==> config.mk <==
export PLATFORM = sky130hd
export DESIGN_NAME = bank_queue_ctrl_flat
export DESIGN_NICKNAME = d
export VERILOG_FILES = /design/src/rtl/bank_queue_ctrl_if.sv /design/src/rtl/bank_queue_ctrl.sv /design/src/flat_wrapper.sv
export SDC_FILE = /design/constraint.sdc
export NUM_CORES = 1
export LEC_CHECK = 0
export CAP_MARGIN = 20
export CORE_MARGIN = 4
export CORE_UTILIZATION = 64
export CTS_BUF_LIST = sky130_fd_sc_hd__clkbuf_8 sky130_fd_sc_hd__clkbuf_16
export DETAILED_ROUTE_END_ITERATION = 16
export GPL_ROUTABILITY_DRIVEN = 0
export PLACE_DENSITY_LB_ADDON = 0.05
export SLEW_MARGIN = 10
export SYNTH_ARGS = -nofsm -noshare
export SYNTH_HDL_FRONTEND = slang
export SYNTH_SLANG_ARGS = --single-unit
==> constraint.sdc <==
create_clock -name clk -period 32.5 [get_ports clk]
set_clock_uncertainty 0.15 [all_clocks]
set_input_delay 6.5 -clock clk [delete_from_list [all_inputs] [get_ports clk]]
set_output_delay 6.5 -clock clk [all_outputs]
set_load 0.02 [all_outputs]
run_1/final_congestion.png
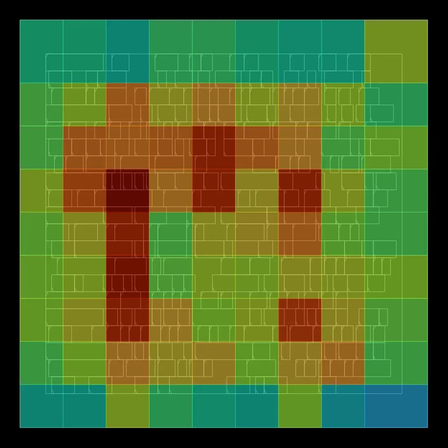
total track usage: 0.247
met2 Usage GRT: 0.416
busiest layer in global routing: met2

run_1/registers.png
Drawn at 6 px/um. Other sequential cells in the stronger grey, the rest of the logic in the fainter grey.
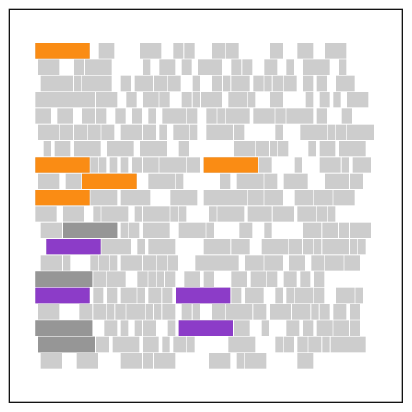
| colour | signal | placed flops |
|---|---|---|
| purple | u_core.bus.pcount | 4 |
| orange | u_core.bus.wtime | 5 |
flop share of the area: 0.142
Sequential Area: 329 um^2
final core occ: 0.749

run_1/met2.png
Drawn at 6 px/um.
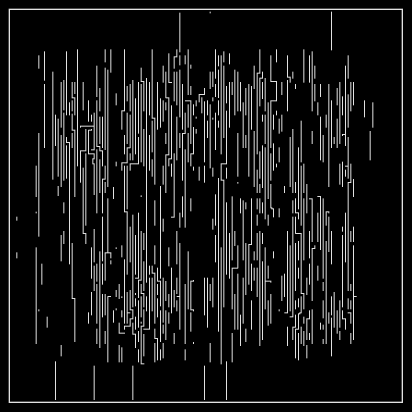
longest straight run: 34.0 um
main direction: vertical
Post-Route WL: 5.00 mm
via count: 2080

run_1/zoom.png
Window x 20 to 45, y 20 to 45 um. Cells in grey, sequential cells in the stronger grey; small squares are vias.
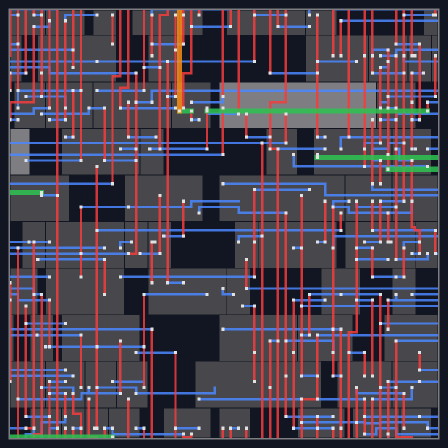
| colour | layer |
|---|---|
| orange | met4 |
| green | met3 |
| red | met2 |
| blue | met1 |
most frequent: ha_1 (12), inv_1 (9), nor3_1 (6)
sequential cells in the window: 1
cells with their middle in the window: 63

==> impl_metrics.py, run 1 <==
# Auto-generated metrics
metrics = {
    "timing": {
        "rsz0062_at_grt": "false",
        "finalSetupViolations": 0,
        "worst_slew_pin_slew_ns": 0.698,
        "fmax_mhz": 51.6,
        "finalSetupTns_ns": 0,
        "setup_slack_ns": 13.13,
        "timing.final.crit_share": 0.596,
        "whs_ns": 0.583,
        "slew_viol_final": 0,
        "fin_crit_ns": 19.37,
        "relSlewSlack": 0.533,
    },
    "floorplanning": {
        "num_io_pins": 17,
        "rows": 20,
        "die_w_um": 65.3,
        "fp_util": 0.677,
        "die-area_um2": 4260,
    },
    "synth": {
        "yosys.area.top_type_share": 0.155,
        "edf_count": 0,
        "yosysWarnings": 0,
        "ys_top_cells_by_count": "26 x ha_1, 26 x inv_1, 22 x a21oi_1",
        "netlist_logic_family_top": "AND-OR/OR-AND gates",
        "ys_chip_area_um2": 2100,
        "ys_seq_elements": 13,
        "synthTopCellsByArea": "ha_1 15%, dfrtp_1 12%, a21oi_1 5.2%",
        "synthArstFlopShare": 1.00,
        "mux_share": 0.0441,
        "ys_sh_xor": 0.0328,
        "ys_sh_aoi": 0.298,
        "ys_sh_simple": 0.231,
        "synth_area_um2": 2100,
        "yosysSeqAreaShare": 0.157,
        "flop_cell": "dfrtp_1",
        "ys_cells": 269,
        "synth_area_leader_cell": "ha_1",
    },
    "global_routing": {
        "grt_pass1_wl_mm": 8.58,
        "grt_max_degree": 14,
        "first_global_vias": 1941,
        "met1_usage": 0.335,
        "antenna_found_initial": 0,
        "met3_usage": 0.0274,
        "grt-ovfl-total": 0,
    },
    "cells_and_area": {
        "logic_gate_count": 225,
        "n_all_buffers": 16,
        "clk_share": 0.0199,
        "stdcell_count": 328,
        "buf_share": 0.0689,
        "lay_top_cells": "26 x inv_1, 26 x ha_1, 22 x a21oi_1",
        "num_antenna_cells": 0,
        "area_delta_synth_final_pct": 10.7,
        "final_area_um2": 2320,
        "post_route_cells_drive_above_1_share": 0.0775,
        "num-nonclk-inverters": 26,
        "clkbuf_count": 3,
    },
    "critical_path": {
        "slowest_delay_ns": 0.60,
        "path_depth": 56,
        "startpoint_type": "primary input",
        "path_common_cell": "ha_1",
        "worstSetupPathType": "primary input to register",
        "cp.required_ns": 32.46,
        "path_buffers": 9,
        "ff2ff_path_depth": 54,
        "critPathArrivalTime_ns": 19.34,
        "critPathCaptureType": "register",
        "crit_family": "AND-OR/OR-AND gates",
        "r2r_setup_slack_ns": 20.09,
    },
    "cts": {
        "cts_tree": "done",
        "clock-sinks": 13,
        "path_clk_slew_ns": 0.06,
        "clk_latency_ns": 0.25,
        "cts_buffers": 3,
        "cts_root_buffer": "clkbuf_8",
        "cts-resized-gates": 0,
        "post_cts_buffers": 0,
        "cts_buffer_depth": 2,
    },
    "routing": {
        "wl_met1_mm": 2.33,
        "highest_layer": "met4",
        "drt_iter0_drc": 211,
        "drc": 0,
        "wl_met3_um": 199,
        "drt_first_pass_iters": 5,
        "wl_per_cell_um": 15.2,
    },
    "hold_path": {
        "hp-class": "register to register",
    },
    "placement": {
        "placed_cells": 324,
        "port_buffers": 16,
        "place_area_um2": 2280,
        "dp_hpwl_mm": 3.91,
    },
    "run": {
        "warnings": 30,
    },
    "outcome": {
        "status": "complete, no violations",
    },
}
run_1/drive_strength.png
Drawn at 8 px/um.
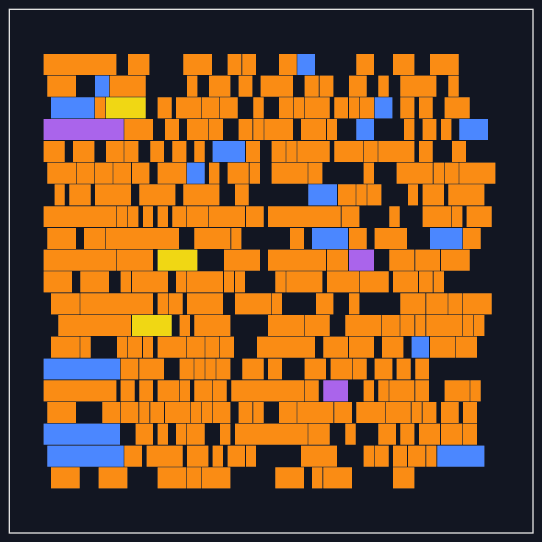

==> run 1 -> run 2 <==
--- a/config.mk
+++ b/config.mk
@@ -7,7 +7,7 @@
 export LEC_CHECK = 0
 export CAP_MARGIN = 20
 export CORE_MARGIN = 4
-export CORE_UTILIZATION = 64
+export CORE_UTILIZATION = 54
 export CTS_BUF_LIST = sky130_fd_sc_hd__clkbuf_8 sky130_fd_sc_hd__clkbuf_16
 export DETAILED_ROUTE_END_ITERATION = 16
 export GPL_ROUTABILITY_DRIVEN = 0
==> constraint.sdc (replaced) <==
create_clock -name clk -period 17.18 [get_ports clk]
set_clock_uncertainty 0.15 [all_clocks]
set_input_delay 3.436 -clock clk [delete_from_list [all_inputs] [get_ports clk]]
set_output_delay 3.436 -clock clk [all_outputs]
set_load 0.02 [all_outputs]
run_2/drive_strength.png
Drawn at 6 px/um.
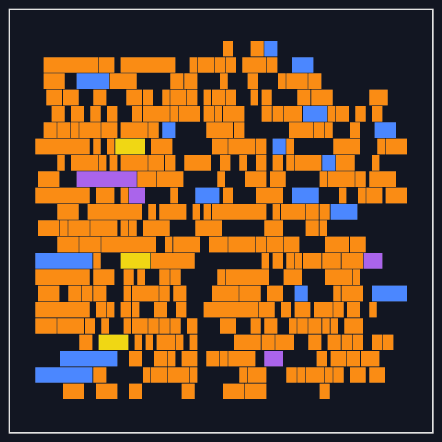
| colour | size | cells | share |
|---|---|---|---|
| yellow | drive 6 and up | 3 | 1.1% |
| orange | drive 1 or less | 262 | 92% |
| blue | drive 2 | 16 | 5.6% |
| purple | drive 3 to 4 | 4 | 1.4% |
Final WS setup: 1.16 ns
Non-clk bufs: 17
area grow syn2layout: 11.6%
cell area after layout: 2340 um^2

run_2/zoom.png
Window x 23 to 48, y 23 to 48 um. Cells in grey, sequential cells in the stronger grey; small squares are vias.
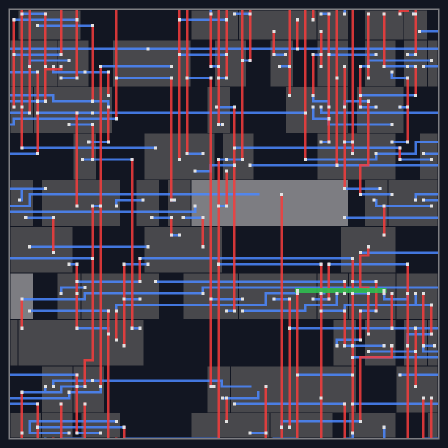
| colour | layer |
|---|---|
| blue | met1 |
| green | met3 |
| red | met2 |
sequential cells in the window: 1
most frequent: ha_1 (10), inv_1 (9), nor3_1 (5)
cells with their middle in the window: 53

==> run 2 against run 1 <==
- wire length is essentially flat
- register-to-register slack lost 15 ns
- setup slack got worse by 12 ns
- synthesized area unchanged
- sequential share of layout area is 0.11 points lower
- via count shrank 2.6%
- synthesized cell count unchanged
- critical endpoint unchanged
- largest cell class unchanged
==> impl_metrics.py, run 2 <==
# Auto-generated metrics
metrics = {
    "cts": {
        "cts_root_buffer": "clkbuf_8",
        "cts_tree": "done",
        "cts_buffers": 3,
        "post_cts_buffers": 0,
        "clk_latency_ns": 0.25,
        "cts_buffer_depth": 2,
    },
    "synth": {
        "yosys.area.top_type_share": 0.155,
        "yosysSeqAreaShare": 0.157,
        "ys_chip_area_um2": 2100,
        "mux_share": 0.0441,
        "ys_seq_elements": 13,
        "edf_count": 0,
        "ys_top_cells_by_count": "26 x ha_1, 26 x inv_1, 22 x a21oi_1",
        "netlist_logic_family_top": "AND-OR/OR-AND gates",
        "ys_cells": 269,
        "synthTopCellsByArea": "ha_1 15%, dfrtp_1 12%, a21oi_1 5.2%",
    },
    "global_routing": {
        "met1_usage": 0.295,
        "grt_max_degree": 14,
        "antenna_found_initial": 0,
        "met3_usage": 0.0187,
    },
    "critical_path": {
        "startpoint_type": "primary input",
        "ff2ff_path_depth": 54,
        "crit_family": "AND-OR/OR-AND gates",
        "critPathArrivalTime_ns": 15.99,
        "critPathCaptureType": "register",
        "worstSetupPathType": "primary input to register",
        "path_buffers": 10,
        "cp.required_ns": 17.15,
        "path_common_cell": "ha_1",
    },
    "routing": {
        "drc": 0,
        "highest_layer": "met4",
        "wl_mm": 5.01,
        "drt_iter0_drc": 145,
        "wl_met3_um": 146,
    },
    "cells_and_area": {
        "clk_share": 0.0192,
        "lay_top_cells": "27 x inv_1, 26 x ha_1, 22 x a21oi_1",
        "sh_seq_area": 0.140,
        "num_antenna_cells": 0,
        "buf_share": 0.0715,
        "num-nonclk-inverters": 26,
        "post_route_cells_drive_above_1_share": 0.0807,
        "fin_util": 0.631,
    },
    "timing": {
        "finalSetupTns_ns": 0,
        "slew_viol_final": 0,
        "finalSetupViolations": 0,
        "whs_ns": 0.578,
        "fin_crit_ns": 16.02,
        "worst_slew_pin_slew_ns": 0.687,
        "relSlewSlack": 0.536,
    },
    "placement": {
        "placed_cells": 329,
        "dp_hpwl_mm": 4.01,
    },
    "hold_path": {
        "hp-class": "register to register",
    },
    "outcome": {
        "status": "complete, no violations",
    },
    "floorplanning": {
        "die_w_um": 70.4,
        "die-area_um2": 4950,
    },
}
